--- config.mk ---
export PLATFORM = sky130hd
export DESIGN_NAME = lcd_i2c_byte_sequencer
export DESIGN_NICKNAME = d
export VERILOG_FILES = /design/src/rtl/lcd_i2c_pkg.sv /design/src/rtl/lcd_i2c_byte_sequencer.sv
export SDC_FILE = /design/constraint.sdc
export NUM_CORES = 1
export LEC_CHECK = 0
export CORE_MARGIN = 2
export CORE_UTILIZATION = 65
export CTS_CLUSTER_DIAMETER = 30
export DETAILED_ROUTE_END_ITERATION = 6
export DONT_BUFFER_PORTS = 1
export GPL_TIMING_DRIVEN = 1
export PLACE_DENSITY = 0.81
export SLEW_MARGIN = 20
export SYNTH_ARGS = -nofsm -noshare
export SYNTH_HDL_FRONTEND = slang
export SYNTH_SLANG_ARGS = --single-unit
--- constraint.sdc ---
create_clock -name clk -period 5.6 [get_ports clk]
set_input_delay 0.84 -clock clk [delete_from_list [all_inputs] [get_ports clk]]
set_output_delay 0.84 -clock clk [all_outputs]
set_load 0.1 [all_outputs]
--- src/rtl/lcd_i2c_pkg.sv ---
`default_nettype none
// ============================================================================
// Module      : lcd_i2c_pkg
// Description : Shared definitions for the LCD-over-I2C byte sequencer.
//               Contains the FSM state encoding, the bit positions inside a
//               PCF8574 backpack frame, and the HD44780 clear/home test that
//               selects the long execution delay.
// Revision    : 1.0 - initial release
// ============================================================================
package lcd_i2c_pkg;

    // ------------------------------------------------------------------------
    // FSM state encoding
    // ------------------------------------------------------------------------
    localparam int unsigned c_state_w = 3;

    localparam logic [2:0] c_st_idle  = 3'd0;
    localparam logic [2:0] c_st_load  = 3'd1;
    localparam logic [2:0] c_st_req   = 3'd2;
    localparam logic [2:0] c_st_wait  = 3'd3;
    localparam logic [2:0] c_st_next  = 3'd4;
    localparam logic [2:0] c_st_delay = 3'd5;

    // ------------------------------------------------------------------------
    // PCF8574 frame layout: [7:4] LCD nibble, [3] backlight, [2] EN,
    // [1] RW, [0] RS
    // ------------------------------------------------------------------------
    localparam int unsigned c_bit_rs = 0;
    localparam int unsigned c_bit_rw = 1;
    localparam int unsigned c_bit_en = 2;
    localparam int unsigned c_bit_bl = 3;

    // Clear display (0x01) and return home (0x02/0x03) are the only HD44780
    // instructions that need the long execution time; both are commands
    // whose upper six bits are zero.
    function automatic logic is_clear_home(input logic rs, input logic [7:0] lcd_byte);
        return (!rs) && (lcd_byte[7:2] == 6'd0);
    endfunction

endpackage : lcd_i2c_pkg
`default_nettype wire

--- src/rtl/lcd_i2c_byte_sequencer.sv ---
`default_nettype none
// ============================================================================
// Module      : lcd_i2c_byte_sequencer
// Description : Upstream feeder for the i2c_master engine. Each accepted LCD
//               byte is split into PCF8574 frames for an HD44780 in 4-bit
//               mode (high nibble first, EN pulsed high then low), each frame
//               sent as one single-byte I2C write. After the last frame the
//               HD44780 execution delay is enforced. Engine NACKs abort the
//               byte and set a sticky error flag.
// Revision    : 1.0 - initial release
// ----------------------------------------------------------------------------
// Ports
//   clk            in   1  system clock, rising edge
//   reset          in   1  asynchronous reset, active-low
//   in_valid       in   1  byte request valid
//   in_ready       out  1  sequencer can accept a byte (IDLE)
//   in_byte        in   8  LCD command or character
//   in_rs          in   1  1 = data (RS high), 0 = command
//   in_nibble      in   1  1 = send high nibble only (4-bit init steps)
//   backlight      in   1  level copied to PCF8574 P3 on every frame
//   i2c_ena        out  1  engine enable
//   i2c_addr       out  7  PCF8574 slave address (DEV_ADDR)
//   i2c_rw         out  1  always 0 (write)
//   i2c_data_wr    out  8  PCF8574 frame
//   i2c_busy       in   1  engine busy
//   i2c_ack_error  in   1  engine NACK flag
//   err            out  1  sticky NACK flag
//   err_clr        in   1  clears err (a same-cycle new NACK wins)
//   idle           out  1  high only in IDLE
// ============================================================================
module lcd_i2c_byte_sequencer
    import lcd_i2c_pkg::*;
#(
    parameter int unsigned CLK_HZ       = 25_000_000,
    parameter logic [6:0]  DEV_ADDR     = 7'h27,
    parameter int unsigned SHORT_DLY_US = 50,
    parameter int unsigned LONG_DLY_US  = 2000
) (
    input  logic       clk,
    input  logic       reset,
    input  logic       in_valid,
    output logic       in_ready,
    input  logic [7:0] in_byte,
    input  logic       in_rs,
    input  logic       in_nibble,
    input  logic       backlight,
    output logic       i2c_ena,
    output logic [6:0] i2c_addr,
    output logic       i2c_rw,
    output logic [7:0] i2c_data_wr,
    input  logic       i2c_busy,
    input  logic       i2c_ack_error,
    output logic       err,
    input  logic       err_clr,
    output logic       idle
);

    // ------------------------------------------------------------------------
    // Delay constants: the counter is loaded with (cycles - 1) and runs to 0,
    // so DELAY occupies exactly the requested number of clock cycles.
    // ------------------------------------------------------------------------
    localparam int unsigned c_short_cnt  = (CLK_HZ / 1_000_000) * SHORT_DLY_US;
    localparam int unsigned c_long_cnt   = (CLK_HZ / 1_000_000) * LONG_DLY_US;
    localparam int unsigned c_cnt_w      = $clog2(c_long_cnt) + 1;
    localparam logic [c_cnt_w-1:0] c_short_load = c_cnt_w'(c_short_cnt - 1);
    localparam logic [c_cnt_w-1:0] c_long_load  = c_cnt_w'(c_long_cnt - 1);

    // ------------------------------------------------------------------------
    // Registers
    // ------------------------------------------------------------------------
    logic [c_state_w-1:0] r_state;
    logic [7:0]           r_byte;
    logic                 r_rs;
    logic                 r_nibble;
    logic [1:0]           r_idx;       // frame index 0..3
    logic [c_cnt_w-1:0]   r_cnt;
    logic                 r_seen_low;  // busy observed low since entering REQ
    logic                 r_busy_q;    // previous-cycle busy for fall detection
    logic                 r_err;
    logic                 r_ena;
    logic [7:0]           r_data_wr;

    // ------------------------------------------------------------------------
    // Combinational signals
    // ------------------------------------------------------------------------
    logic [c_state_w-1:0] w_state_nxt;
    logic                 w_busy_fall;
    logic                 w_last;
    logic                 w_set_err;
    logic [3:0]           w_nib;
    logic [7:0]           w_frame;

    assign w_busy_fall = r_busy_q && !i2c_busy;
    assign w_last      = r_nibble ? (r_idx == 2'd1) : (r_idx == 2'd3);
    assign w_set_err   = (r_state == c_st_wait) && w_busy_fall && i2c_ack_error;

    // Frame order per byte: hi|EN, hi, lo|EN, lo. idx[1] selects the nibble,
    // idx[0] low means the EN-high half of the pulse.
    always_comb begin
        w_nib   = r_idx[1] ? r_byte[3:0] : r_byte[7:4];
        w_frame = 8'h00;
        w_frame[7:4]     = w_nib;
        w_frame[c_bit_bl] = backlight;
        w_frame[c_bit_en] = ~r_idx[0];
        w_frame[c_bit_rw] = 1'b0;
        w_frame[c_bit_rs] = r_rs;
    end

    // ------------------------------------------------------------------------
    // Next-state logic
    // ------------------------------------------------------------------------
    always_comb begin
        w_state_nxt = r_state;
        case (r_state)
            c_st_idle: begin
                if (in_valid) begin
                    w_state_nxt = c_st_load;
                end
            end
            c_st_load: begin
                w_state_nxt = c_st_req;
            end
            c_st_req: begin
                // Only a busy that rose after we saw it low belongs to our
                // request; a busy already high on entry is another master.
                if (i2c_busy && r_seen_low) begin
                    w_state_nxt = c_st_wait;
                end
            end
            c_st_wait: begin
                if (w_busy_fall) begin
                    w_state_nxt = i2c_ack_error ? c_st_idle : c_st_next;
                end
            end
            c_st_next: begin
                w_state_nxt = w_last ? c_st_delay : c_st_load;
            end
            c_st_delay: begin
                if (r_cnt == '0) begin
                    w_state_nxt = c_st_idle;
                end
            end
            default: begin
                w_state_nxt = c_st_idle;
            end
        endcase
    end

    // ------------------------------------------------------------------------
    // Sequential logic
    // ------------------------------------------------------------------------
    always_ff @(posedge clk or negedge reset) begin
        if (!reset) begin
            r_state    <= c_st_idle;
            r_byte     <= 8'h00;
            r_rs       <= 1'b0;
            r_nibble   <= 1'b0;
            r_idx      <= 2'd0;
            r_cnt      <= '0;
            r_seen_low <= 1'b0;
            r_busy_q   <= 1'b0;
            r_err      <= 1'b0;
            r_ena      <= 1'b0;
            r_data_wr  <= 8'h00;
        end else begin
            r_state  <= w_state_nxt;
            r_busy_q <= i2c_busy;
            // ena is high for exactly the cycles spent in REQ
            r_ena    <= (w_state_nxt == c_st_req);

            case (r_state)
                c_st_idle: begin
                    if (in_valid) begin
                        r_byte   <= in_byte;
                        r_rs     <= in_rs;
                        r_nibble <= in_nibble;
                        r_idx    <= 2'd0;
                    end
                end
                c_st_load: begin
                    r_data_wr  <= w_frame;
                    r_seen_low <= 1'b0;
                end
                c_st_req: begin
                    if (!i2c_busy) begin
                        r_seen_low <= 1'b1;
                    end
                end
                c_st_next: begin
                    if (w_last) begin
                        r_cnt <= is_clear_home(r_rs, r_byte) ? c_long_load : c_short_load;
                    end else begin
                        r_idx <= r_idx + 2'd1;
                    end
                end
                c_st_delay: begin
                    if (r_cnt != '0) begin
                        r_cnt <= r_cnt - c_cnt_w'(1);
                    end
                end
                default: begin
                end
            endcase

            // A new NACK takes priority over a same-cycle clear request
            if (w_set_err) begin
                r_err <= 1'b1;
            end else if (err_clr) begin
                r_err <= 1'b0;
            end
        end
    end

    // ------------------------------------------------------------------------
    // Outputs
    // ------------------------------------------------------------------------
    assign in_ready    = (r_state == c_st_idle);
    assign idle        = (r_state == c_st_idle);
    assign i2c_ena     = r_ena;
    assign i2c_addr    = DEV_ADDR;
    assign i2c_rw      = 1'b0;
    assign i2c_data_wr = r_data_wr;
    assign err         = r_err;

endmodule : lcd_i2c_byte_sequencer
`default_nettype wire

Figure 1. Supply network.
Scale bar: 20 um. Pins as bars on the die edge. Tap cells in grey.
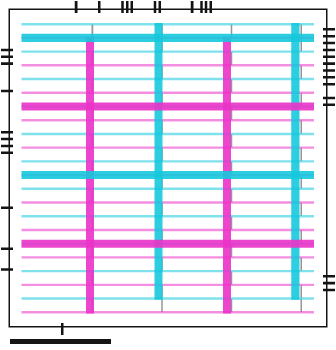
cyan -> VDD
magenta -> VSS
tap cells = 46
rows = 21
met1 rails = 22
met4 straps = 4
met5 straps = 4

Figure 2. Placed cells, one colour a class.
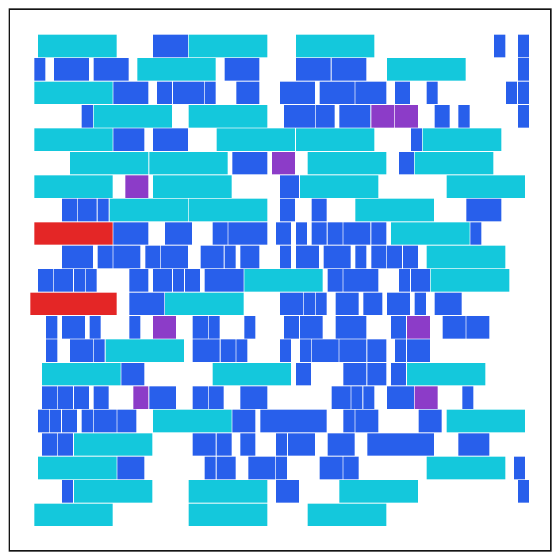
purple -> clock drivers and dummy loads  # cells 8
cyan -> sequential cells  # cells 43
blue -> remaining logic cells  # cells 165
red -> remaining buffers and delay cells  # cells 2

==> flow_summary.yaml <==
# flow metrics
critical_path:
  cpMaxStageDelayCell: "dfrtp_1"
  worstPathMaxFanout: 17
  reg2reg_to: "r_cnt[7]"
  critPathTopFamily: "flip-flops"
power:
  swShare_pct: 48.9
floorplanning:
  rows: 21
  fp_util_pct: 67.5
  chip_area_mm2: 0.00393
worst_hold_path:
  hold_path_class: "in -> async"
synth:
  synth_cell_types: 47
  avgSynthCellArea_um2: 10.1
  yosys.stat.seqShare_pct: 48.1
  synthArstFlopShare_pct: 100
  syn_inst: 221
clock_network:
  clock-sinks: 43
run_status:
  status: "finished clean"
final_layout:
  comb_area_mm2: 0.00106
  multi_input_comb_cells: 160
grt:
  grt_use_met2_pct: 38.3
  grt_max_degree: 44
placed_design:
  gp_congestion: 0.875
final_timing:
  slew_headroom_pct: 39.9
drt:
  m1WireLength_mm: 1.95
Figure 3. Routed clock nets over the placement.
Scale bar: 20 um.
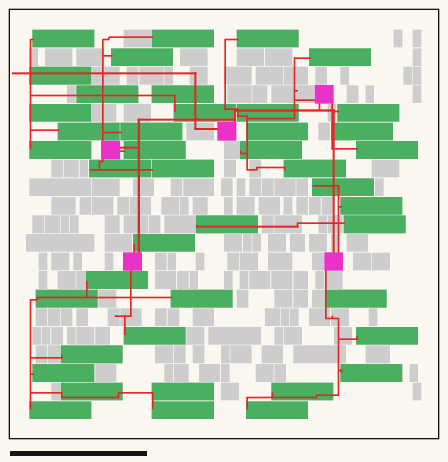
magenta -> clock-net drivers  # count 5
green -> flip-flops  # count 43
red -> clock wires  # length 442 um
routed clock nets = 6

==> stage by stage <==
| stage | std cells | cell area, um2 | power (mW) | setup slack [ps] | util, % |
|---|---|---|---|---|---|
| floorplan | 228 | 2260 | 0.871 | 1480 | - |
| global placement | 256 | 2260 | 0.924 | 3480 | 68.3 |
| detailed placement | 256 | 2260 | 0.937 | 3430 | 68.3 |
| CTS | 264 | 2320 | 1.09 | 3080 | 70.1 |
| global route | 264 | 2320 | 1.13 | 3000 | 70.1 |
| finish | 264 | 2320 | 1.08 | 3090 | 70.1 |
==> kinds of logic after synthesis <==
family,Yosys count,share of synthesized area (%)
AND-OR/OR-AND,48,13.5
XOR/XNOR,6,2.35
adder cells (fa/ha/maj),2,1.12
buffers and inverters,25,5.99
flip-flops,43,48.1
multiplexers,19,9.23
other,2,0.336
AND/OR/NAND/NOR,76,19.3
==> cells in the mapped netlist, types with 2 or more instances <==
library cell / number
o311ai_0: 2
a21oi_1: 14
a211oi_1: 3
a31oi_1: 2
nor4_4: 2
clkbuf_1: 7
conb_1: 2
o31ai_1: 5
and3_1: 3
mux2i_1: 6
xnor2_1: 5
inv_1: 5
or4_1: 4
nand2b_1: 2
buf_4: 10
o21ai_0: 11
nand3_1: 3
nand2_1: 12
nor2_1: 23
mux2_2: 13
ha_1: 2
buf_2: 2
o211ai_1: 4
and2_1: 2
nor3_1: 11
nor3b_1: 2
nor4_1: 2
dfrtp_1: 43
==> sequential cells by signal, summed over array words and instances (netlist names) <==
signal	cells
err	1
i2c_data_wr	7
i2c_ena	1
r_busy_q	1
r_byte	8
r_cnt	17
r_idx	2
r_nibble	1
r_rs	1
r_seen_low	1
r_state	3
Power and IR drop assume default switching activity.
